<file path="config.mk">
export PLATFORM = sky130hd
export DESIGN_NAME = bus_seq_flat
export DESIGN_NICKNAME = d
export VERILOG_FILES = /design/src/rtl/bus_seq_if.sv /design/src/rtl/bus_seq.sv /design/src/flat_wrapper.sv
export SDC_FILE = /design/constraint.sdc
export NUM_CORES = 1
export LEC_CHECK = 0
export ABC_AREA = 0
export ABC_CLOCK_PERIOD_IN_PS = 2150
export CAP_MARGIN = 0
export CELL_PAD_IN_SITES_DETAIL_PLACEMENT = 0
export CELL_PAD_IN_SITES_GLOBAL_PLACEMENT = 2
export CORE_MARGIN = 2
export CORE_UTILIZATION = 25
export DETAILED_ROUTE_END_ITERATION = 10
export GPL_TIMING_DRIVEN = 1
export MAX_ROUTING_LAYER = met4
export PLACE_DENSITY_LB_ADDON = 0.05
export SLEW_MARGIN = 40
export SYNTH_ARGS = -nofsm -noshare
export SYNTH_HDL_FRONTEND = slang
export SYNTH_SLANG_ARGS = --single-unit
</file>
<file path="constraint.sdc">
create_clock -name clk -period 2.15 [get_ports clk]
set_input_delay 0.43 -clock clk [delete_from_list [all_inputs] [get_ports clk]]
set_output_delay 0.43 -clock clk [all_outputs]
set_load 0.01 [all_outputs]
</file>
<file path="src/rtl/bus_seq_if.sv">
// Core-side request/ack signals plus the tristate bus controller side of one bus_seq.
// Not applicable: interface only, no logic and no latency.
// Not applicable: no flow control here; the core holds req until busy drops.
//   slave  : the sequencer's view (bus_seq)
//   master : the requester / bus controller view
interface bus_seq_if #(
    parameter int AW = 16,
    parameter int DW = 16
);
    logic          req;
    logic          wr;
    logic [AW-1:0] addr;
    logic [DW-1:0] wdata;
    logic          busy;
    logic          ack;
    logic [DW-1:0] rdata;
    logic [AW-1:0] bus_addr;
    logic          nRW;
    logic [DW-1:0] dataOut;
    logic [DW-1:0] dataIn;
    logic          nCS;
    logic          nOE;
    logic          nWE;

    modport slave (
        input  req, wr, addr, wdata, dataIn,
        output busy, ack, rdata, bus_addr, nRW, dataOut, nCS, nOE, nWE
    );

    modport master (
        output req, wr, addr, wdata, dataIn,
        input  busy, ack, rdata, bus_addr, nRW, dataOut, nCS, nOE, nWE
    );
endinterface

</file>
<file path="src/rtl/bus_seq.sv">
// Sequences single read/write accesses onto the simplecore I/O bus, with wait states and write turnaround.
// Latency: req at edge 0 -> ack in cycle 2+WAIT_STATES. A read occupies 3+WAIT_STATES cycles; a write adds TURNAROUND.
// Backpressure: req is sampled only in IDLE, so the requester holds req until it is taken.
// Ports: clk, rst (async, active high); bif (slave modport) carries req/wr/addr/wdata/busy/ack/rdata
//        toward the core, and bus_addr/nRW/dataOut/dataIn/nCS/nOE/nWE toward the bus controller.
module bus_seq #(
    parameter int AW          = 16,
    parameter int DW          = 16,
    parameter int WAIT_STATES = 2,   // 1..15
    parameter int TURNAROUND  = 1    // 0..3
) (
    input  logic      clk,
    input  logic      rst,
    bus_seq_if.slave  bif
);
    localparam int CW = 4;

    typedef enum logic [2:0] {IDLE, SETUP, STROBE, HOLD, TURN} state_t;

    state_t        state_q, state_d;
    logic [CW-1:0] cnt_q, cnt_d;
    logic          wr_q, wr_d;
    logic          busy_q, busy_d;
    logic          ack_q, ack_d;
    logic [DW-1:0] rdata_q, rdata_d;
    logic [AW-1:0] bus_addr_q, bus_addr_d;
    logic          nrw_q, nrw_d;
    logic [DW-1:0] dout_q, dout_d;
    logic          ncs_q, ncs_d;
    logic          noe_q, noe_d;
    logic          nwe_q, nwe_d;

    // Every output is a flop, so the values below are the ones the bus sees
    // in the state being entered, not the state being left.
    always_comb begin
        state_d    = state_q;
        cnt_d      = cnt_q;
        wr_d       = wr_q;
        busy_d     = busy_q;
        ack_d      = 1'b0;
        rdata_d    = rdata_q;
        bus_addr_d = bus_addr_q;
        nrw_d      = nrw_q;
        dout_d     = dout_q;
        ncs_d      = ncs_q;
        noe_d      = noe_q;
        nwe_d      = nwe_q;
        case (state_q)
            IDLE: begin
                if (bif.req) begin
                    state_d    = SETUP;
                    wr_d       = bif.wr;
                    bus_addr_d = bif.addr;
                    busy_d     = 1'b1;
                    ncs_d      = 1'b0;
                    // Direction is set a full cycle before any strobe moves.
                    nrw_d      = bif.wr;
                    if (bif.wr) begin
                        dout_d = bif.wdata;
                    end
                end
            end
            SETUP: begin
                state_d = STROBE;
                cnt_d   = CW'(WAIT_STATES - 1);
                noe_d   = wr_q;
                nwe_d   = ~wr_q;
            end
            STROBE: begin
                if (cnt_q == '0) begin
                    state_d = HOLD;
                    noe_d   = 1'b1;
                    nwe_d   = 1'b1;
                    ack_d   = 1'b1;
                    if (!wr_q) begin
                        rdata_d = bif.dataIn;
                    end
                end else begin
                    cnt_d = cnt_q - 1'b1;
                end
            end
            HOLD: begin
                ncs_d = 1'b1;
                nrw_d = 1'b0;
                if (wr_q && (TURNAROUND > 0)) begin
                    state_d = TURN;
                    cnt_d   = CW'(TURNAROUND - 1);
                end else begin
                    state_d = IDLE;
                    busy_d  = 1'b0;
                end
            end
            TURN: begin
                // Bus released but still busy: lets the write driver turn off
                // before a following read can enable the device's output.
                if (cnt_q == '0) begin
                    state_d = IDLE;
                    busy_d  = 1'b0;
                end else begin
                    cnt_d = cnt_q - 1'b1;
                end
            end
            default: begin
                state_d = IDLE;
                busy_d  = 1'b0;
                ncs_d   = 1'b1;
                nrw_d   = 1'b0;
                noe_d   = 1'b1;
                nwe_d   = 1'b1;
            end
        endcase
    end

    always_ff @(posedge clk or posedge rst) begin
        if (rst) begin
            state_q    <= IDLE;
            cnt_q      <= '0;
            wr_q       <= 1'b0;
            busy_q     <= 1'b0;
            ack_q      <= 1'b0;
            rdata_q    <= '0;
            bus_addr_q <= '0;
            nrw_q      <= 1'b0;
            dout_q     <= '0;
            ncs_q      <= 1'b1;
            noe_q      <= 1'b1;
            nwe_q      <= 1'b1;
        end else begin
            state_q    <= state_d;
            cnt_q      <= cnt_d;
            wr_q       <= wr_d;
            busy_q     <= busy_d;
            ack_q      <= ack_d;
            rdata_q    <= rdata_d;
            bus_addr_q <= bus_addr_d;
            nrw_q      <= nrw_d;
            dout_q     <= dout_d;
            ncs_q      <= ncs_d;
            noe_q      <= noe_d;
            nwe_q      <= nwe_d;
        end
    end

    assign bif.busy     = busy_q;
    assign bif.ack      = ack_q;
    assign bif.rdata    = rdata_q;
    assign bif.bus_addr = bus_addr_q;
    assign bif.nRW      = nrw_q;
    assign bif.dataOut  = dout_q;
    assign bif.nCS      = ncs_q;
    assign bif.nOE      = noe_q;
    assign bif.nWE      = nwe_q;
endmodule
</file>
<file path="src/flat_wrapper.sv">
// flat-port wrapper written by rule: the top's interface ports become plain ports
module bus_seq_flat 
#(
    parameter int AW          = 16,
    parameter int DW          = 16,
    parameter int WAIT_STATES = 2,           
    parameter int TURNAROUND  = 1           
)
  (clk, rst, bif_req, bif_wr, bif_addr, bif_wdata, bif_dataIn, bif_busy, bif_ack, bif_rdata, bif_bus_addr, bif_nRW, bif_dataOut, bif_nCS, bif_nOE, bif_nWE);
  bus_seq_if #(.AW(AW), .DW(DW)) bif_i ();
  input  logic clk;
  input  logic rst;
  input wire logic [$bits(bif_i.req)-1:0] bif_req;
  input wire logic [$bits(bif_i.wr)-1:0] bif_wr;
  input wire logic [$bits(bif_i.addr)-1:0] bif_addr;
  input wire logic [$bits(bif_i.wdata)-1:0] bif_wdata;
  input wire logic [$bits(bif_i.dataIn)-1:0] bif_dataIn;
  output wire logic [$bits(bif_i.busy)-1:0] bif_busy;
  output wire logic [$bits(bif_i.ack)-1:0] bif_ack;
  output wire logic [$bits(bif_i.rdata)-1:0] bif_rdata;
  output wire logic [$bits(bif_i.bus_addr)-1:0] bif_bus_addr;
  output wire logic [$bits(bif_i.nRW)-1:0] bif_nRW;
  output wire logic [$bits(bif_i.dataOut)-1:0] bif_dataOut;
  output wire logic [$bits(bif_i.nCS)-1:0] bif_nCS;
  output wire logic [$bits(bif_i.nOE)-1:0] bif_nOE;
  output wire logic [$bits(bif_i.nWE)-1:0] bif_nWE;
  assign bif_i.req = bif_req;
  assign bif_i.wr = bif_wr;
  assign bif_i.addr = bif_addr;
  assign bif_i.wdata = bif_wdata;
  assign bif_i.dataIn = bif_dataIn;
  assign bif_busy = bif_i.busy;
  assign bif_ack = bif_i.ack;
  assign bif_rdata = bif_i.rdata;
  assign bif_bus_addr = bif_i.bus_addr;
  assign bif_nRW = bif_i.nRW;
  assign bif_dataOut = bif_i.dataOut;
  assign bif_nCS = bif_i.nCS;
  assign bif_nOE = bif_i.nOE;
  assign bif_nWE = bif_i.nWE;
  bus_seq #(.AW(AW), .DW(DW), .WAIT_STATES(WAIT_STATES), .TURNAROUND(TURNAROUND)) u_core (.clk(clk), .rst(rst), .bif(bif_i));
endmodule
</file>
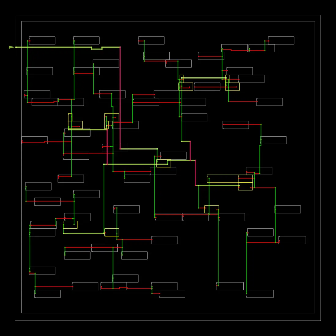
Fig. 1. Clock nets (run 1).
Clock group: 1.01 mW
Latency at later pin: 0.34 ns
Setup Skew: 0.00501 ns

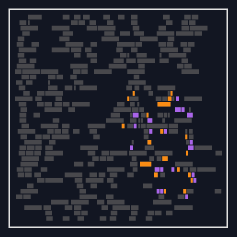
Fig. 2. Gate-type map (run 1).
Drawn at 2 px/um.
colour	family	cells	most used
orange	nor cells	19	nor2_1
purple	aoi and oai cells	20	a21oi_1
final non-filler cell total: 458
logic share of the area: 25.5%
Top cell excl fill/tap: clkdlybuf4s50_1

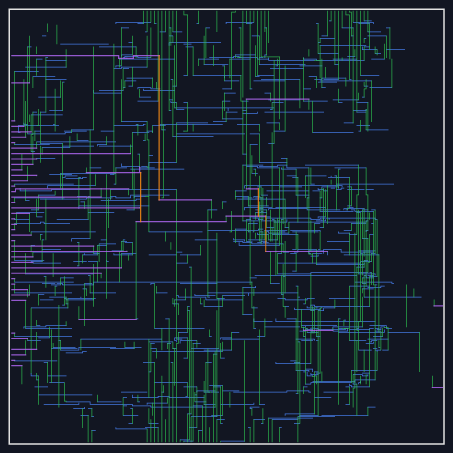
Fig. 3. Metal layers overlaid (run 1).
Drawn at 4 px/um.
colour	layer	wire length
orange	M4	63.9 um
green	M2	3,400 um
blue	M1	2,870 um
purple	M3	474 um
wire per inst: 14.9 um
Tot GR Track Use: 13.1%
DRT Wirelength: 6.81 mm

[run 1: worst max-delay path, cell delays in order, from the launching register on]
cell and delay (ns):
dfrtp_1 0.42, inv_1 0.13, ha_1 0.20, nor3b_4 0.21
and3_4 0.21, and2_4 0.32, mux2_2 0.37
[run 1: flip-flops by register name, summed over array words and instances, names as in the netlist]
register	cells
u_core.bif.ack	1
u_core.bif.bus_addr	16
u_core.bif.busy	1
u_core.bif.dataOut	16
u_core.bif.nCS	1
u_core.bif.nOE	1
u_core.bif.nRW	1
u_core.bif.nWE	1
u_core.bif.rdata	16
u_core.cnt_q	4
u_core.state_q	3
u_core.wr_q	1
[run 1: synth_stat cells, drive strengths merged (2+ instances only)]
library cell and n:
o32ai 3, a21o 2, o32a 2, nand2 6
nand2b 2, buf 10, nor2 8, nand3b 2
dfstp 3, dfrtp 59, nand3 3, inv 6
nor2b 2, nor3 6, o21ai 6, mux2 49
a21oi 8
[run 1: per-stage QoR]
step | instance area [um2] | hold slack (ns) | power [mW] | cells
detailed placement | 3970 | 0.493 | 5.32 | 443
global route | 4150 | 0.474 | 6.75 | 458
floorplan | 2720 | 0.495 | 3.81 | 197
finish | 4150 | 0.464 | 6.27 | 458
CTS | 4150 | 0.472 | 6.40 | 458
global placement | 3970 | 0.489 | 5.35 | 443
[run 1: power by group through the flow]
stage                     sequential, mW  clock (mW)  combinational, mW
after floorplan                     2.33           0               1.47
after global placement              2.18           0               3.17
after detailed placement            2.18           0               3.14
after CTS                           2.18        1.07               3.15
after global routing                2.26        1.11               3.37
final                               2.17        1.01               3.10
[run 1: final timing paths]
check                                              startpoint                                  to  slack, ns  cells after the start
setup reg to reg                  u_core.cnt_q[0]$_DFFE_PP0P_     u_core.bif.rdata[3]$_DFFE_PP0P_       0.16                      6
min in group clk           u_core.bif.dataOut[13]$_DFFE_PP0P_  u_core.bif.dataOut[13]$_DFFE_PP0P_       0.50                      1
hold / removal                                            rst   u_core.bif.dataOut[6]$_DFFE_PP0P_       0.46                      3
hold reg to reg            u_core.bif.dataOut[13]$_DFFE_PP0P_  u_core.bif.dataOut[13]$_DFFE_PP0P_       0.50                      1
setup / recovery                  u_core.cnt_q[0]$_DFFE_PP0P_     u_core.bif.rdata[3]$_DFFE_PP0P_       0.16                      6
max in group asynchronous                                 rst          u_core.bif.nCS$_DFFE_PP1P_       1.35                      3
[run 1: layout make-up]
cell class / instances / area (um2)
Fill cell: 1097 / 6600
Sequential cell: 62 / 1560
Timing Repair Buffer: 117 / 1150
Multi-Input combinational cell: 117 / 1060
Tap cell: 140 / 175
Clock buffer: 14 / 153
Clock inverter: 1 / 30.0
Inverter: 7 / 26.3
[run 1: layer usage]
| layer | track usage (%) | wire, um | vias up |
|---|---|---|---|
| li1 | - | - | 929 |
| met1 | 15.7 | 2870 | 982 |
| met2 | 19.6 | 3400 | 58 |
| met3 | 5.36 | 473 | 8 |
| met4 | 5.22 | 63 | 0 |
| met5 | - | 0 | - |
[run 1: cell families after synthesis]
kind of cell | count (synthesis)
adders and majority gates | 2
buffers and inverters | 18
and+or+nand+nor | 36
DFF | 62
AOI/OAI and AO/OA | 27
xor gates and xnor gates | 2
muxes | 50
==> results.json, run 1 <==
{
  "netlist_instances": 197,
  "ant_nets": 0,
  "post-route-util_pct": 38.6,
  "die_h_um": 108,
  "clk_pin_slew_ns": 0.07,
  "boundaryPins": 106,
  "cts.repair.resized": 0,
  "p_switching_mw": 2.04,
  "htree_levels": 3,
  "ys_warn_count": 0,
  "finalHoldViolCount": 0,
  "num_antenna_cells": 0,
  "initCoreUtil_pct": 25.3,
  "hp-class": "in2async",
  "hold_buffers": 0,
  "drc": 0,
  "drtIter0Drc": 38,
  "mux_share_pct": 22.0,
  "gp_congestion": 0.698,
  "yosysTopAreaCell": "dfrtp_1",
  "logic_family": "multiplexers",
  "ys_sh_adder_pct": 0.828,
  "hpwlAfterDp_mm": 4.78,
  "synth_area_mm2": 0.00272,
  "power_leakage_nw": 1.72,
  "ir_drop_mv": 0.578,
  "synth_area_per_cell_um2": 13.8,
  "vias": 1977,
  "ys_seq_elements": 62,
  "clk_path_buf_depth": 2,
  "nNetsFinal": 367,
  "ff_type": "dfrtp_1",
  "grt_overflow_total": 0,
  "async_flop_share_pct": 100,
  "finalSetupTns_ns": 0,
  "p_int_mw": 4.24,
  "setup_viol": 0,
  "slew-limit-headroom_pct": 73.2,
  "synth.area.top_cells": "dfrtp_1, mux2_2, mux2_4",
  "required_ns": 2.37,
  "cp_max_fo": 16,
  "chip_area_mm2": 0.0117,
  "grt_max_degree": 63,
  "synth_seq_share_pct": 57.2,
  "cp.arrival_ns": 2.21,
  "critPathKind": "reg2reg",
  "critical_path.startpoint_type": "flip-flop",
  "worst_pin_slew_ns": 0.402,
  "top_cell_area_share_pct": 54.3,
  "swShare_pct": 32.5,
  "period_minus_slack_ns": 1.99,
  "ys_sh_simple_pct": 8.60,
  "end_kind": "flip-flop",
  "post-cts-setup-buffer-count": 0,
  "aoi_share_pct": 6.72,
  "clockRootBuffer": "clkbuf_8",
  "dr.pass1.iters": 4,
  "synth-edff-count": 0,
  "port-buffer-count": 105,
  "ys_sh_xor_pct": 0.644,
  "cts_tree": "built",
  "warnings": 26,
  "synth_cell_types": 45,
  "vias_per_cell": 4.32,
  "seqPwrFrac_pct": 34.6,
  "fin_crit_sh_pct": 92.4,
  "combPwrFrac_pct": 49.3,
  "outcome": "completed",
  "grt_pass1_vias": 2131,
  "setup_ws_ns": 0.163,
  "ys_area_mm2": 0.00272,
  "rsz0062_at_grt": "no",
  "layout_top_cells": "clkdlybuf4s50_1, dfrtp_1, mux2_2",
  "cts_buffers": 9,
  "timing.fmax_mhz": 503
}
## Run 2: what changed since run 1
--- a/config.mk
+++ b/config.mk
@@ -20,3 +20,4 @@
 export SYNTH_ARGS = -nofsm -noshare
 export SYNTH_HDL_FRONTEND = slang
 export SYNTH_SLANG_ARGS = --single-unit
+export TNS_END_PERCENT = 20
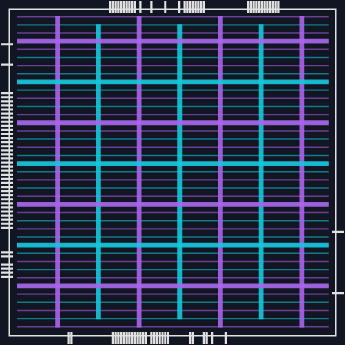
Fig. 4. PDN straps and rails (run 2).
Drawn at 3 px/um. Pins as bars on the die edge.
colour	net
purple	VSS
cyan	VDD
signal pins	106
met1 rails	39
rows	38
met5 straps	7
met4 straps	7
core area: 0.0107 mm2
Die W: 108 um
Peak VDD IR: 0.578 mV
Die Y: 108 um

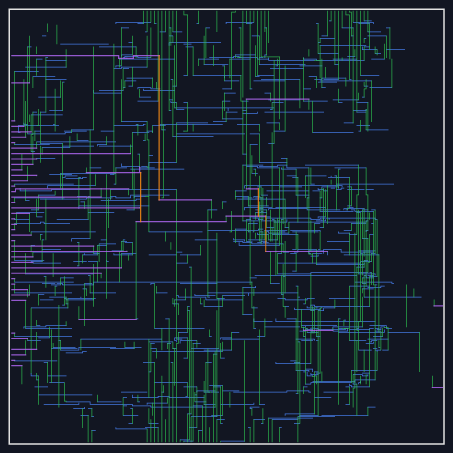
Fig. 5. Metal layers overlaid (run 2).
Drawn at 4 px/um.
colour	layer	wire length
purple	M3	474 um
orange	M4	63.9 um
blue	M1	2,870 um
green	M2	3,400 um
via count: 1,977

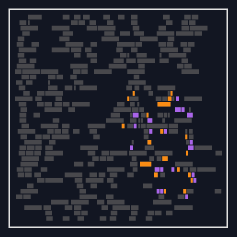
Fig. 6. Gate-type map (run 2).
Drawn at 2 px/um.
colour	family	cells	most used
orange	nor cells	19	nor2_1
purple	aoi and oai cells	20	a21oi_1

==> run 2 against run 1 <==
Register-to-register slack about the same. Area after synthesis is the same. Die area is the same. Synthesized cell count unchanged. Maximum frequency unchanged. Largest power group unchanged. Critical path depth stayed put. Power unchanged. Sequential share of layout area unchanged.
==> results.json, run 2 <==
{
  "ant_nets": 0,
  "finalSetupTns_ns": 0,
  "cts_tree": "built",
  "num_antenna_cells": 0,
  "synth.area.top_cells": "dfrtp_1, mux2_2, mux2_4",
  "ff_type": "dfrtp_1",
  "finClkSkew_ns": 0.00501,
  "seqPwrFrac_pct": 34.6,
  "startpoint": "u_core.cnt_q[0]$_DFFE_PP0P_",
  "common_cells": "dfrtp_1, mux2_2, mux2_4",
  "htree_levels": 3,
  "nNetsFinal": 367,
  "grt_overflow_total": 0,
  "synth-edff-count": 0,
  "ys_area_mm2": 0.00272,
  "end_kind": "flip-flop",
  "routedWlPerCell_um": 14.9,
  "drc": 0,
  "grt_max_degree": 63,
  "clockRootBuffer": "clkbuf_8",
  "aoi_share_pct": 6.72,
  "netlist_instances": 197,
  "synth_area_per_cell_um2": 13.8,
  "synth_area_mm2": 0.00272,
  "outcome": "completed",
  "clk_latency_ns": 0.34,
  "yosysTopAreaCell": "dfrtp_1",
  "drtIter0Drc": 38,
  "synth_cell_types": 45,
  "final_area_mm2": 0.00415,
  "layout_top_cells": "clkdlybuf4s50_1, dfrtp_1, mux2_2",
  "hpwlAfterDp_mm": 4.78,
  "ys_sh_adder_pct": 0.828,
  "setup_ws_ns": 0.163,
  "chip_area_mm2": 0.0117,
  "r2r_start": "u_core.cnt_q[0]$_DFFE_PP0P_",
  "placed_area_mm2": 0.00397,
  "cp_max_fo": 16,
  "gp_congestion": 0.698,
  "synth_seq_share_pct": 57.2,
  "fin_crit_sh_pct": 92.4,
  "vias_per_cell": 4.32,
  "worst_pin_slew_ns": 0.402,
  "initCoreUtil_pct": 25.3
}
[run 2: kinds of logic (layout without fill, tap and decap cells)]
| group | count (synthesis) | in the layout |
|---|---|---|
| flops | 62 | 62 |
| compound gates | 27 | 27 |
| xor+xnor | 2 | 2 |
| simple gates | 36 | 36 |
| mux | 50 | 50 |
| fa+ha+maj | 2 | 2 |
| buf+inv | 18 | 139 |
[run 2: final cells by class]
class                      instances  area [um2]  share of cell area [%]
sequential                        62        1560                    37.5
timing repair buffer             117        1150                    27.8
multi-input combinational        117        1060                    25.5
tap                              140         175                    4.22
clock buffer                      14         153                    3.68
clock inverter                     1        30.0                   0.724
inverter                           7        26.3                   0.633
[run 2: worst max-delay path, stage by stage (launching register included)]
cell and delay, ns:
dfrtp_1 0.42, inv_1 0.13, ha_1 0.20, nor3b_4 0.21, and3_4 0.21, and2_4 0.32, mux2_2 0.37
[run 2: power groups by stage]
stage               Clock [mW]  Sequential [mW]  Combinational, mW
CTS                       1.07             2.18               3.15
floorplan                    0             2.33               1.47
global placement             0             2.18               3.17
detailed placement           0             2.18               3.14
finish                    1.01             2.17               3.10
global route              1.11             2.26               3.37
[run 2: metrics by stage]
step	hold slack [ns]	instances	total power [mW]
after global routing	0.474	458	6.75
after floorplan	0.495	197	3.81
after global placement	0.489	443	5.35
final	0.464	458	6.27
after CTS	0.472	458	6.40
after detailed placement	0.493	443	5.32
[run 2: metal layers]
metal / vias to the layer above / share of wire [%] / track usage (%)
li1: 929 / - / -
met1: 982 / 42 / 15.7
met2: 58 / 50 / 19.6
met3: 8 / 6.9 / 5.36
met4: 0 / 0.93 / 5.22
met5: - / 0 / -
[run 2: how the worst max path moves through the flow]
stage,endpoint,slack [ns],cells after the start
after global routing,u_core.bif.rdata[5]$_DFFE_PP0P_,0.006,6
after CTS,u_core.bif.rdata[3]$_DFFE_PP0P_,0.14,6
after floorplan,u_core.bif.rdata[0]$_DFFE_PP0P_,0.15,8
after global placement,u_core.bif.bus_addr[4]$_DFFE_PP0P_,0.19,5
after detailed placement,u_core.bif.bus_addr[12]$_DFFE_PP0P_,0.16,5
final,u_core.bif.rdata[3]$_DFFE_PP0P_,0.16,6
Power figures rest on the tool's default switching activity, not on a simulated workload.
